## src/rtl/pattern_det_ctrl_if.sv

```systemverilog
// Configuration, control, serial-data and status signals of the pattern detector.
// The master side drives configuration and data; the slave side is the detector itself.
interface pattern_det_ctrl_if #(
    parameter int PW = 8,
    parameter int CW = 4
);
    localparam int LW = (PW > 1) ? $clog2(PW) : 1;

    logic          cfg_valid;
    logic          cfg_ready;
    logic [PW-1:0] cfg_pattern;
    logic [LW-1:0] cfg_len;
    logic          cfg_overlap;
    logic [CW-1:0] cfg_target;
    logic          start;
    logic          stop;
    logic          in;
    logic          in_valid;
    logic          out;
    logic [CW-1:0] match_cnt;
    logic          busy;
    logic          done;

    modport master (
        output cfg_valid, cfg_pattern, cfg_len, cfg_overlap, cfg_target,
        output start, stop, in, in_valid,
        input  cfg_ready, out, match_cnt, busy, done
    );

    modport slave (
        input  cfg_valid, cfg_pattern, cfg_len, cfg_overlap, cfg_target,
        input  start, stop, in, in_valid,
        output cfg_ready, out, match_cnt, busy, done
    );
endinterface

```

## src/rtl/pattern_det_ctrl.sv

```systemverilog
// Serial bit-pattern detector with IDLE/RUN/DONE control, overlap/non-overlap
// matching, saturating match counter and optional match-count target.
module pattern_det_ctrl #(
    parameter int PW = 8,
    parameter int CW = 4
) (
    input  logic              clk,
    input  logic              rst,
    pattern_det_ctrl_if.slave bus
);
    localparam int LW = (PW > 1) ? $clog2(PW) : 1;
    localparam int FW = $clog2(PW + 1);

    typedef enum logic [1:0] {
        IDLE = 2'd0,
        RUN  = 2'd1,
        DONE = 2'd2
    } state_t;

    state_t        state, state_next;

    logic [PW-1:0] pattern_q;
    logic [LW-1:0] len_q;
    logic          overlap_q;
    logic [CW-1:0] target_q;

    logic [PW-1:0] hist_q;
    logic [FW-1:0] fill_q;
    logic [CW-1:0] cnt_q;
    logic          out_q;

    logic [FW-1:0] need;
    logic [PW-1:0] mask;
    logic [PW-1:0] hist_shift;
    logic [FW-1:0] fill_inc;
    logic [CW-1:0] cnt_inc;
    logic          hit;

    logic          cfg_load;
    logic          clear;
    logic          sample;
    logic          match;

    // Candidate post-shift history and fill count, used to decide a match on this edge.
    always_comb begin
        need       = FW'(len_q) + FW'(1);
        hist_shift = (hist_q << 1) | PW'(bus.in);
        fill_inc   = (fill_q >= need) ? fill_q : fill_q + FW'(1);
        cnt_inc    = (cnt_q == '1) ? cnt_q : cnt_q + CW'(1);
        mask       = '0;
        for (int i = 0; i < PW; i++) begin
            mask[i] = (i <= int'(len_q));
        end
        hit = (fill_inc >= need) && (((hist_shift ^ pattern_q) & mask) == '0);
    end

    always_ff @(posedge clk or posedge rst) begin
        if (rst) begin
            state <= IDLE;
        end else begin
            // NOTE: all clocked state uses non-blocking assignments so every register
            // samples pre-edge values and simulation order cannot change the result.
            state <= state_next;
        end
    end

    always_comb begin
        // NOTE: every output of this block gets a default first; a path that left
        // one unassigned would infer a latch.
        state_next = state;
        cfg_load   = 1'b0;
        clear      = 1'b0;
        sample     = 1'b0;
        match      = 1'b0;
        unique case (state)
            IDLE: begin
                cfg_load = bus.cfg_valid;
                if (bus.start && !bus.stop) begin
                    state_next = RUN;
                    clear      = 1'b1;
                end
            end
            RUN: begin
                if (bus.stop) begin
                    state_next = IDLE;
                end else if (bus.in_valid) begin
                    sample = 1'b1;
                    match  = hit;
                    if (hit && (target_q != '0) && (cnt_inc == target_q)) begin
                        state_next = DONE;
                    end
                end
            end
            DONE: begin
                if (bus.stop) begin
                    state_next = IDLE;
                end else if (bus.start) begin
                    state_next = RUN;
                    clear      = 1'b1;
                end
            end
            default: state_next = IDLE;
        endcase
    end

    always_ff @(posedge clk or posedge rst) begin
        if (rst) begin
            pattern_q <= '0;
            len_q     <= '0;
            overlap_q <= 1'b0;
            target_q  <= '0;
            hist_q    <= '0;
            fill_q    <= '0;
            cnt_q     <= '0;
            out_q     <= 1'b0;
        end else begin
            out_q <= match;
            if (cfg_load) begin
                pattern_q <= bus.cfg_pattern;
                len_q     <= bus.cfg_len;
                overlap_q <= bus.cfg_overlap;
                target_q  <= bus.cfg_target;
            end
            if (clear) begin
                hist_q <= '0;
                fill_q <= '0;
                cnt_q  <= '0;
            end else if (sample) begin
                hist_q <= hist_shift;
                // Non-overlapping mode demands a full set of fresh bits after each match.
                fill_q <= (match && !overlap_q) ? '0 : fill_inc;
                if (match) begin
                    cnt_q <= cnt_inc;
                end
            end
        end
    end

    assign bus.cfg_ready = (state == IDLE);
    assign bus.busy      = (state == RUN);
    assign bus.done      = (state == DONE);
    assign bus.out       = out_q;
    assign bus.match_cnt = cnt_q;

endmodule

```

## src/flat_wrapper.sv

```systemverilog
// flat-port wrapper written by rule: the top's interface ports become plain ports
module pattern_det_ctrl_flat 
#(
    parameter int PW = 8,
    parameter int CW = 4
)
  (clk, rst, bus_cfg_valid, bus_cfg_pattern, bus_cfg_len, bus_cfg_overlap, bus_cfg_target, bus_start, bus_stop, bus_in, bus_in_valid, bus_cfg_ready, bus_out, bus_match_cnt, bus_busy, bus_done);
  pattern_det_ctrl_if #(.PW(PW), .CW(CW)) bus_i ();
  input  logic clk;
  input  logic rst;
  input wire logic [$bits(bus_i.cfg_valid)-1:0] bus_cfg_valid;
  input wire logic [$bits(bus_i.cfg_pattern)-1:0] bus_cfg_pattern;
  input wire logic [$bits(bus_i.cfg_len)-1:0] bus_cfg_len;
  input wire logic [$bits(bus_i.cfg_overlap)-1:0] bus_cfg_overlap;
  input wire logic [$bits(bus_i.cfg_target)-1:0] bus_cfg_target;
  input wire logic [$bits(bus_i.start)-1:0] bus_start;
  input wire logic [$bits(bus_i.stop)-1:0] bus_stop;
  input wire logic [$bits(bus_i.in)-1:0] bus_in;
  input wire logic [$bits(bus_i.in_valid)-1:0] bus_in_valid;
  output wire logic [$bits(bus_i.cfg_ready)-1:0] bus_cfg_ready;
  output wire logic [$bits(bus_i.out)-1:0] bus_out;
  output wire logic [$bits(bus_i.match_cnt)-1:0] bus_match_cnt;
  output wire logic [$bits(bus_i.busy)-1:0] bus_busy;
  output wire logic [$bits(bus_i.done)-1:0] bus_done;
  assign bus_i.cfg_valid = bus_cfg_valid;
  assign bus_i.cfg_pattern = bus_cfg_pattern;
  assign bus_i.cfg_len = bus_cfg_len;
  assign bus_i.cfg_overlap = bus_cfg_overlap;
  assign bus_i.cfg_target = bus_cfg_target;
  assign bus_i.start = bus_start;
  assign bus_i.stop = bus_stop;
  assign bus_i.in = bus_in;
  assign bus_i.in_valid = bus_in_valid;
  assign bus_cfg_ready = bus_i.cfg_ready;
  assign bus_out = bus_i.out;
  assign bus_match_cnt = bus_i.match_cnt;
  assign bus_busy = bus_i.busy;
  assign bus_done = bus_i.done;
  pattern_det_ctrl #(.PW(PW), .CW(CW)) u_core (.clk(clk), .rst(rst), .bus(bus_i));
endmodule
```

## config.mk

```make
export PLATFORM = sky130hd
export DESIGN_NAME = pattern_det_ctrl_flat
export DESIGN_NICKNAME = d
export VERILOG_FILES = /design/src/rtl/pattern_det_ctrl_if.sv /design/src/rtl/pattern_det_ctrl.sv /design/src/flat_wrapper.sv
export SDC_FILE = /design/constraint.sdc
export NUM_CORES = 1
export LEC_CHECK = 0
export ABC_AREA = 1
export CAP_MARGIN = 10
export CORE_MARGIN = 4
export CORE_UTILIZATION = 40
export DETAILED_ROUTE_END_ITERATION = 8
export HOLD_SLACK_MARGIN = 0.02
export PLACE_DENSITY_LB_ADDON = 0.3
export SYNTH_ARGS = -nofsm -noshare
export SYNTH_HDL_FRONTEND = slang
export SYNTH_SLANG_ARGS = --single-unit
```

## constraint.sdc

```tcl
create_clock -name clk -period 2.4 [get_ports clk]
set_input_delay 0.24 -clock clk [delete_from_list [all_inputs] [get_ports clk]]
set_output_delay 0.24 -clock clk [all_outputs]
set_load 0.005 [all_outputs]
```

==> results.sh, run 1 <==
# flow metrics
export IMPL_failed_checks="negative setup slack"
export IMPL_fillerInstances=406
export IMPL_clock_sink_count=34
export IMPL_nets=374
export IMPL_sw_frac_of_total_pct=42.1
export IMPL_outcome="finished, violations left"
export IMPL_synth_flops=34
export IMPL_finalSetupViolCount=11
export IMPL_async_flop_share_pct=100
export IMPL_hold_ws_ns=0.342
export IMPL_crit_type="flip-flop to flip-flop"
export IMPL_floorplan_core_util_pct=42.2
export IMPL_largestRegisters="u_core.pattern_q (8), u_core.hist_q (7)"
export IMPL_final_clock_skew_ns=0.00333
export IMPL_ff_latch_area_um2=853
export IMPL_mappedNetlistNets=299
export IMPL_globalplace_congestion=0.843
export IMPL_std_cell_rows=25
export IMPL_slowest_stage="dfrtp_2"
export IMPL_antenna_violating_nets_post_route=0
export IMPL_cellPowerDensity_mw_per_mm2=1190
export IMPL_fin_ws_ns=-0.361
export IMPL_placed_cells=379
export IMPL_grt_pass1_vias=1824
export IMPL_lay_top_cells="nand2_1 (58), inv_1 (40), buf_4 (38)"
export IMPL_synth_top_flop_cell="dfrtp_1"
export IMPL_fraction_of_area_in_registers_pct=28.5
export IMPL_yosys_area_mm2=0.00205
export IMPL_path_buffers=3
export IMPL_top_usage_layer="met2"
export IMPL_drc=0
export IMPL_finalCritPeriodShare_pct=115
export IMPL_post_dp_hpwl_mm=3.39
export IMPL_nWellTaps=67
export IMPL_cts_buffer_depth=2
export IMPL_global_route_usage_met2_pct=27.7
export IMPL_reg2reg_setup_slack_ns=-0.36
export IMPL_stdcell_area_mm2=0.00299
export IMPL_layout_clock_buffers=6
export IMPL_cts_tree="built"
export IMPL_path_depth=20
export IMPL_cts_reportedPaths_clkPinSlew_ns=0.07
export IMPL_grt_setup_unrepaired="yes"
export IMPL_boundaryPins=31
export IMPL_p_seq_share_pct=24.7
export IMPL_mapped_cell_area_mm2=0.00205
export IMPL_antenna_violations_before_repair=0
export IMPL_topRoutingLayerUsed="met4"
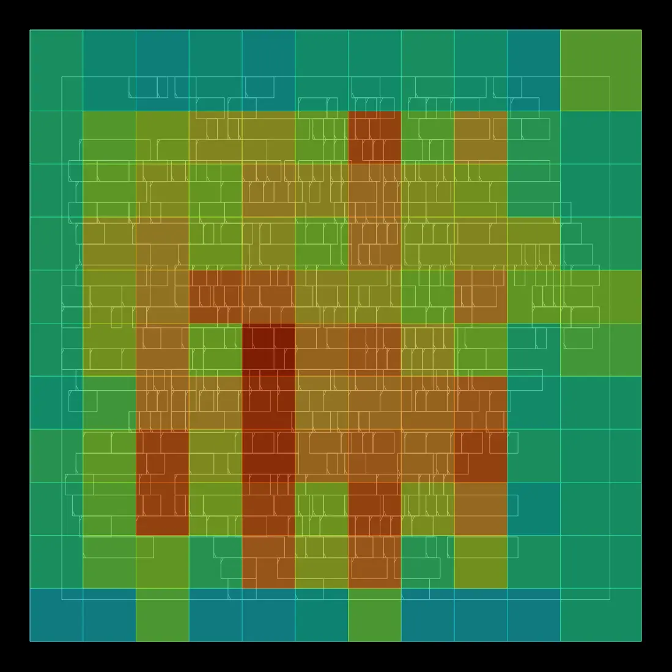
*Congestion heat map, run 1*
share of the core filled with cells: 61.7%
met3 demand-to-capacity share in global routing: 3.84%

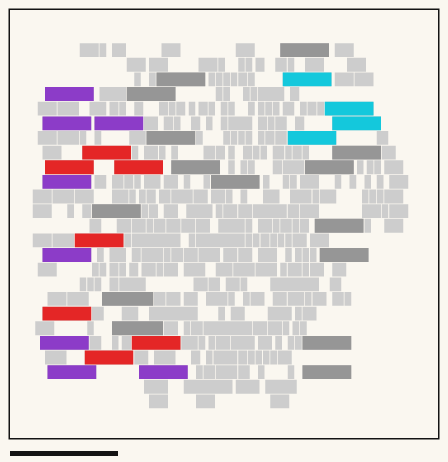
*Sequential cells grouped by signal name, run 1*
Bar = 20 um. Other sequential cells in the stronger grey, the rest of the logic in the fainter grey.
Key: `u_core.pattern_q` = purple [placed flops 8]; `u_core.hist_q` = red [placed flops 7]; `u_core.bus.match_cnt` = cyan [placed flops 4, where upper right]

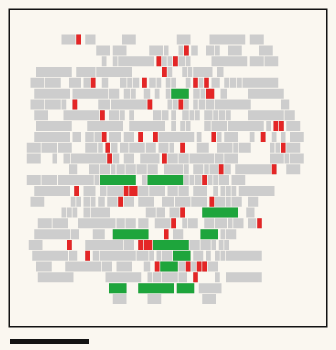
*Gate-type map, run 1*
Bar = 20 um.
Key: adder and majority cells = green [cells 12]; inverters = red [cells 47]

==> run 1 -> run 2 <==
GPL_TIMING_DRIVEN = 0   (was not set)
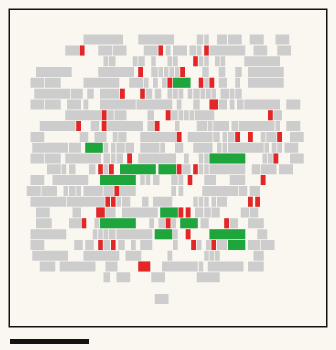
*Gate-type map, run 2*
Bar = 20 um.
Key: adder and majority cells = green [cells 12, where centre]; inverters = red [cells 47]

==> results.sh, run 2 <==
# flow metrics
export IMPL_p_seq_share_pct=28.9
export IMPL_cts_reportedPaths_clkPinSlew_ns=0.07
export IMPL_fillerInstances=462
export IMPL_largestRegisters="u_core.pattern_q (8), u_core.hist_q (7)"
export IMPL_antenna_violations_before_repair=0
export IMPL_path_buffers=4
export IMPL_layout_clock_buffers=7
export IMPL_hold_ws_ns=0.280
export IMPL_drc=0
export IMPL_slowest_stage="dfrtp_2"
export IMPL_outcome="finished, violations left"
export IMPL_floorplan_core_util_pct=42.2
export IMPL_mapped_cell_area_mm2=0.00205
export IMPL_antenna_diode_count=0
export IMPL_grt_overflow_total=0
export IMPL_num_vias=1739
export IMPL_crit_required_ns=2.58
export IMPL_boundaryPins=31
export IMPL_failed_checks="negative setup slack"
export IMPL_top_usage_layer="met2"
export IMPL_yosys_area_mm2=0.00205
export IMPL_finalCritPeriodShare_pct=113
export IMPL_finalSetupViolCount=11
export IMPL_synth_warning_count=0
export IMPL_cellPowerDensity_mw_per_mm2=1130
export IMPL_ff_latch_area_um2=853
export IMPL_clock_sink_count=34
export IMPL_crit_type="flip-flop to flip-flop"
export IMPL_antenna_violating_nets_post_route=0
export IMPL_cts_tree="built"
export IMPL_enable_flop_cells=0
export IMPL_warning_count=31
export IMPL_nets=345
export IMPL_slew_headroom_pct=66.2
export IMPL_ctsHoldBuffers=0
export IMPL_async_flop_share_pct=100
export IMPL_critPathMaxStageDelay_ns=0.43
export IMPL_post_dp_hpwl_mm=3.28
export IMPL_reg2reg_setup_slack_ns=-0.31
export IMPL_nWellTaps=67
export IMPL_global_route_usage_met2_pct=25.7
export IMPL_fin_crit_ns=2.71
export IMPL_cts_buffer_depth=2
export IMPL_fin_ws_ns=-0.310
export IMPL_fraction_of_area_in_registers_pct=31.1
export IMPL_placed_cells=362
export IMPL_stdcell_area_mm2=0.00274
export IMPL_std_cell_rows=25
export IMPL_topRoutingLayerUsed="met4"
